`src/rtl/leve1_pkg.sv`:
```
// rtl/leve1_pkg.sv - shared register-file widths and long-result queue entry type
`ifndef XLEN
`define XLEN 32
`endif

package leve1_pkg;
    localparam int REG_AW  = 5;
    localparam int NUM_REG = 32;

    typedef struct packed {
        logic [REG_AW-1:0] rd;
        logic [`XLEN-1:0]  wd;
    } lq_entry_t;
endpackage

```
`src/rtl/leve1_fifo.sv`:
```
// rtl/leve1_fifo.sv - small synchronous FIFO used as the long-result queue
module leve1_fifo #(
    parameter int  DEPTH = 2,
    parameter type T     = logic
) (
    input  logic CLK,
    input  logic RST,
    input  logic PUSH,
    input  T     PUSH_DATA,
    input  logic POP,
    output T     POP_DATA,
    output logic EMPTY,
    output logic FULL
);
    localparam int AW = $clog2(DEPTH);
    localparam logic [AW:0] FULL_CNT = (AW+1)'(DEPTH);

    T              mem [DEPTH];
    logic [AW-1:0] wr_ptr;
    logic [AW-1:0] rd_ptr;
    logic [AW:0]   count;
    logic          do_push;
    logic          do_pop;

    assign EMPTY    = (count == '0);
    assign FULL     = (count == FULL_CNT);
    assign do_push  = PUSH && !FULL;
    assign do_pop   = POP && !EMPTY;
    assign POP_DATA = mem[rd_ptr];

    // Storage carries no reset; an empty count is enough to make it invisible.
    always_ff @(posedge CLK) begin
        if (do_push) begin
            mem[wr_ptr] <= PUSH_DATA;
        end
    end

    always_ff @(posedge CLK) begin
        if (RST) begin
            wr_ptr <= '0;
            rd_ptr <= '0;
            count  <= '0;
        end else begin
            if (do_push) wr_ptr <= wr_ptr + 1'b1;
            if (do_pop)  rd_ptr <= rd_ptr + 1'b1;
            case ({do_push, do_pop})
                2'b10:   count <= count + 1'b1;
                2'b01:   count <= count - 1'b1;
                default: count <= count;
            endcase
        end
    end
endmodule

```
`src/rtl/leve1_rf_arb.sv`:
```
// rtl/leve1_rf_arb.sv - register-file write arbiter with long-latency scoreboard and issue stall
module leve1_rf_arb
    import leve1_pkg::*;
#(
    parameter int XLEN     = `XLEN,
    parameter int LQ_DEPTH = 2,
    parameter int MAX_OUT  = 4
) (
    input  logic              CLK,
    input  logic              RST,
    input  logic              P_VALID,
    input  logic [REG_AW-1:0] P_RD,
    input  logic [XLEN-1:0]   P_WD,
    input  logic              L_VALID,
    output logic              L_READY,
    input  logic [REG_AW-1:0] L_RD,
    input  logic [XLEN-1:0]   L_WD,
    input  logic              ISS_VALID,
    input  logic              ISS_LONG,
    input  logic [REG_AW-1:0] ISS_RS1,
    input  logic [REG_AW-1:0] ISS_RS2,
    input  logic [REG_AW-1:0] ISS_RD,
    output logic              STALL,
    output logic              RF_WE,
    output logic [REG_AW-1:0] RF_WA,
    output logic [XLEN-1:0]   RF_WD,
    output logic              ERR
);
    localparam int CW = $clog2(MAX_OUT + 1);
    localparam logic [CW-1:0] MAX_CNT = CW'(MAX_OUT);

    logic [NUM_REG-1:0] sb;
    logic [NUM_REG-1:0] sb_next;
    logic [CW-1:0]      out_cnt;
    logic               rf_long;
    lq_entry_t          lq_in;
    lq_entry_t          lq_head;
    logic               lq_empty;
    logic               lq_full;
    logic               l_acc;
    logic               sel_q;
    logic               sel_l;
    logic               lq_push;
    logic               long_issue;
    logic               sel_any;
    logic               sel_long;
    logic [REG_AW-1:0]  sel_rd;
    logic [XLEN-1:0]    sel_wd;
    logic               miss_err;
    logic               underflow;

    assign L_READY = !RST && !lq_full;
    assign l_acc   = L_VALID && L_READY;
    assign sel_q   = !P_VALID && !lq_empty;
    assign sel_l   = !P_VALID && lq_empty && l_acc;
    assign lq_push = l_acc && !sel_l;
    assign lq_in   = '{rd: L_RD, wd: L_WD};

    leve1_fifo #(
        .DEPTH (LQ_DEPTH),
        .T     (lq_entry_t)
    ) u_lq (
        .CLK       (CLK),
        .RST       (RST),
        .PUSH      (lq_push),
        .PUSH_DATA (lq_in),
        .POP       (sel_q),
        .POP_DATA  (lq_head),
        .EMPTY     (lq_empty),
        .FULL      (lq_full)
    );

    // Only current-cycle state feeds STALL, so a result arriving this cycle cannot release it.
    assign STALL = !RST && ISS_VALID &&
                   (sb[ISS_RS1] || sb[ISS_RS2] || sb[ISS_RD] ||
                    (ISS_LONG && out_cnt == MAX_CNT));
    assign long_issue = ISS_VALID && ISS_LONG && !STALL;

    always_comb begin
        sel_any  = 1'b1;
        sel_long = 1'b0;
        sel_rd   = P_RD;
        sel_wd   = P_WD;
        if (P_VALID) begin
            sel_long = 1'b0;
        end else if (sel_q) begin
            sel_long = 1'b1;
            sel_rd   = lq_head.rd;
            sel_wd   = lq_head.wd;
        end else if (sel_l) begin
            sel_long = 1'b1;
            sel_rd   = L_RD;
            sel_wd   = L_WD;
        end else begin
            sel_any  = 1'b0;
        end
    end

    always_ff @(posedge CLK) begin
        if (RST) begin
            RF_WE   <= 1'b0;
            RF_WA   <= '0;
            RF_WD   <= '0;
            rf_long <= 1'b0;
        end else begin
            RF_WE   <= sel_any && (sel_rd != '0);
            RF_WA   <= sel_rd;
            RF_WD   <= sel_wd;
            rf_long <= sel_any && sel_long;
        end
    end

    // A retiring long write frees its register at the end of the cycle it is on RF_*.
    always_comb begin
        sb_next = sb;
        if (rf_long) sb_next[RF_WA] = 1'b0;
        if (long_issue && ISS_RD != '0) sb_next[ISS_RD] = 1'b1;
        sb_next[0] = 1'b0;
    end

    assign miss_err  = l_acc && (L_RD != '0) && !sb[L_RD];
    assign underflow = rf_long && !long_issue && (out_cnt == '0);

    always_ff @(posedge CLK) begin
        if (RST) begin
            sb      <= '0;
            out_cnt <= '0;
            ERR     <= 1'b0;
        end else begin
            sb <= sb_next;
            case ({long_issue, rf_long})
                2'b10:   out_cnt <= out_cnt + 1'b1;
                2'b01:   out_cnt <= underflow ? out_cnt : out_cnt - 1'b1;
                default: out_cnt <= out_cnt;
            endcase
            if (miss_err || underflow) ERR <= 1'b1;
        end
    end
endmodule

```
`config.mk`:
```
export PLATFORM = sky130hd
export DESIGN_NAME = leve1_rf_arb
export DESIGN_NICKNAME = d
export VERILOG_FILES = /design/src/rtl/leve1_pkg.sv /design/src/rtl/leve1_fifo.sv /design/src/rtl/leve1_rf_arb.sv
export SDC_FILE = /design/constraint.sdc
export NUM_CORES = 1
export LEC_CHECK = 0
export CAP_MARGIN = 0
export CORE_MARGIN = 4
export CORE_UTILIZATION = 51
export CTS_BUF_LIST = sky130_fd_sc_hd__clkbuf_8
export CTS_CLUSTER_DIAMETER = 100
export CTS_CLUSTER_SIZE = 20
export DETAILED_ROUTE_END_ITERATION = 10
export GPL_TIMING_DRIVEN = 0
export PLACE_DENSITY_LB_ADDON = 0.08
export SLEW_MARGIN = 5
export SYNTH_ARGS = -nofsm -noshare
export SYNTH_HDL_FRONTEND = slang
export SYNTH_SLANG_ARGS = --single-unit
```
`constraint.sdc`:
```
create_clock -name CLK -period 3.71 [get_ports CLK]
set_input_delay 0.371 -clock CLK [delete_from_list [all_inputs] [get_ports CLK]]
set_output_delay 0.371 -clock CLK [all_outputs]
set_load 0.02 [all_outputs]
```
==> run summary <==
Initial drt markers: 564
GRT Total Usage: 24.4%
Sequential share of the synthesized area: 53.4%
Top FF cell, synth: dfxtp_1
Clock group share of total power: 28.3%
OpenROAD warnings: 26
Chip area: 15900 sq um
I/O pins: 136
FP Util: 53.0%
Clock tree root driver cell: clkbuf_8
Final setup margin: 0.242 ns
CTS buffer count: 17
Post-synth EDFFs: 74
Placeable Area: 13500 sq um
Leakage: 3.07 nW
Synthesis Warnings: 0
Max Fclk: 0.288 GHz
Worst Path Arrival: 3.10 ns
Final hold viol count: 0
Top Layout Cells: clkdlybuf4s50_1, dfxtp_1, edfxtp_1
CP max stage delay: 0.69 ns
Worst Hold Slack: 0.518 ns
Critical Path End Type: output pin
Post-Syn Nets: 699
Most Frequent Cell on Critical Path: clkdlybuf4s50_1
Routed len/inst: 20.8 um
Critical Path, Cell by Cell: clkdlybuf4s50_1 -> buf_2 -> nor3b_1 -> a32oi_1 -> a31oi_1 -> nor2_1 -> a311oi_1 -> clkdlybuf4s50_1
Worst r2r path cells: 9
Hold path depth: 2
DP Area: 8690 sq um
Vias/cell: 6.08
Worst min path class: reg -> reg
Final setup TNS: 0 ns
CTS hold repair buffers: 0
Post-synth area hogs: edfxtp_1, dfxtp_1, mux2i_1
Largest net degree at the start of global routing: 30
YS chip area: 7130 sq um
Post-route DRC violation count: 0
Clock Path Buffers: 2
Status: completed
# Cells Yosys: 602
Initial antenna violation count: 0
Post-CTS setup buffers: 0
Worst Path Required: 3.34 ns
# nets final: 849
Setup crit start kind: primary input
Post-Syn Area: 7130 sq um
Commonest non-fill, non-tap cell in the layout: clkdlybuf4s50_1
Final period utilization: 93.5%
Syn Inst Count: 602
Ant. Diodes: 0
Routed vias: 5725
Fraction of power consumed by combinational cells: 26.7%
Unique cell type count in the Yosys netlist: 62
Final GP Congestion: 0.952
Critical-path maximum fanout: 10
Area leader, netlist: edfxtp_1
Commonest cells in the netlist: dfxtp_1, edfxtp_1, mux2i_1
Vias in the first global route: 5568
Switch share: 30.3%
Final setup viols: 0
Sequential power: 2.02 mW
Power, Total: 4.49 mW
Port buffer count: 129
Setup CP Type: in -> out
Sink Count: 153
Maximum vdd drop: 0.310 mV
Die Ht: 126 um
Power Clock: 1.27 mW
First drt pass iteration count: 5
Most frequent cell after synthesis: dfxtp_1
Synth async-reset ratio: 0%
P per Cell Area: 492 nW/um^2
Int Power: 3.13 mW
-- routing by layer --
layer  track usage (%)  vias up  wire [um]
met2              38.4      238       9110
met3              5.80       33       1620
met4              8.83        0        408
met1              33.1     2791       8480
li1                  -     2663          -
met5                 0        -          0
-- cell families (layout without fill, tap and decap cells) --
kind of cell | count (synthesis) | count (layout) | synth area share [%]
AOI/OAI and AO/OA | 163 | 163 | 17.1
DFF | 153 | 153 | 53.4
and+or+nand+nor | 148 | 148 | 10.6
muxes | 81 | 81 | 14.8
buffers and inverters | 50 | 213 | 3.05
xor gates and xnor gates | 5 | 5 | 0.614
adders and majority gates | 2 | 2 | 0.456
-- sequential cells by signal, summed over array words and instances (netlist names), named ones only --
register,flops
u_lq.rd_ptr,1
ERR,1
RF_WE,1
rf_long,1
u_lq.wr_ptr,1
u_lq.count,2
sb,31
RF_WD,32
u_lq.mem,74
out_cnt,3
RF_WA,5
-- area by class of cell --
type	count	area (sq um)
Fill cell	1074	4340
Tap cell	176	220
Clock buffer	17	234
Buffer	37	169
Timing Repair Buffer	131	1330
Sequential cell	153	3800
Clock inverter	15	163
Inverter	13	48.8
Multi-Input combinational cell	399	3140
-- worst paths after layout --
kind | start | end
max | ISS_RD[0] | STALL
min | u_lq.rd_ptr | flip-flop
max reg2reg | sb[31] | out_cnt[1]
min reg2reg | u_lq.rd_ptr | flip-flop
-- stage by stage --
step / instances / util, %
finish: 941 / 67.7
global route: 941 / 67.7
CTS: 941 / 67.6
detailed placement: 909 / 64.6
global placement: 907 / 64.2
floorplan: 602 / -
-- critical path, delay by kind of cell --
| family | cells | cell delay [ns] |
|---|---|---|
| buffers and inverters | 3 | 1.66 |
| AOI/OAI and AO/OA | 3 | 0.74 |
| and+or+nand+nor | 2 | 0.33 |
Wiring by layer:
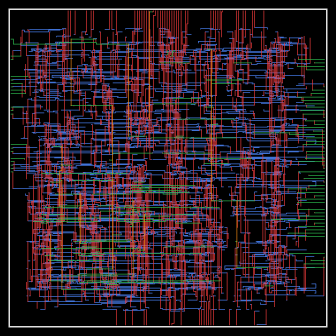
legend:
  orange:
    layer: met4
    wire_length: 409 um
  blue:
    layer: met1
    wire_length: 8480 um
  red:
    layer: met2
    wire_length: 9110 um
  green:
    layer: met3
    wire_length: 1620 um

Placement density heat map:
The die is cut into 13 by 13 equal tiles; white is low, dark blue is high, 0 to 100% covered.
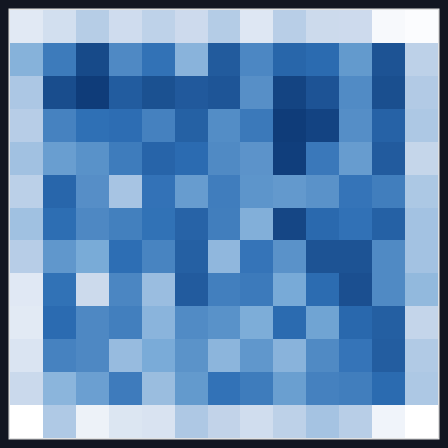
tiles over 75% full: 24%
nearly empty tiles: 1.8%
emptiest ninth of the die: bottom left
fullest tile: 95%

Track usage over the die:
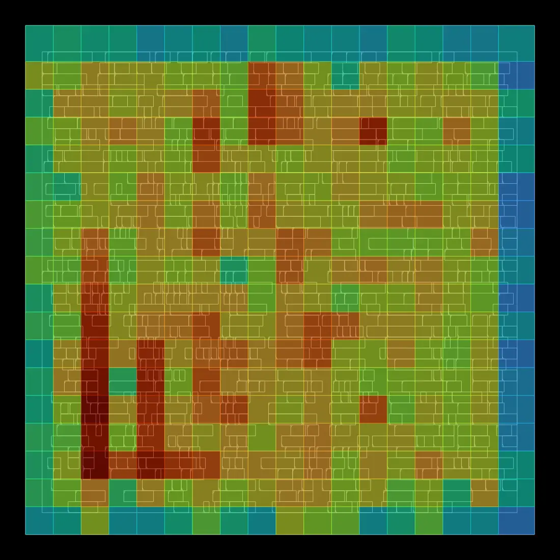
met1 Track Usage GR: 33.1%
met2 Use GR: 38.4%

No activity file was given, so power comes from the tool's default toggle rates.
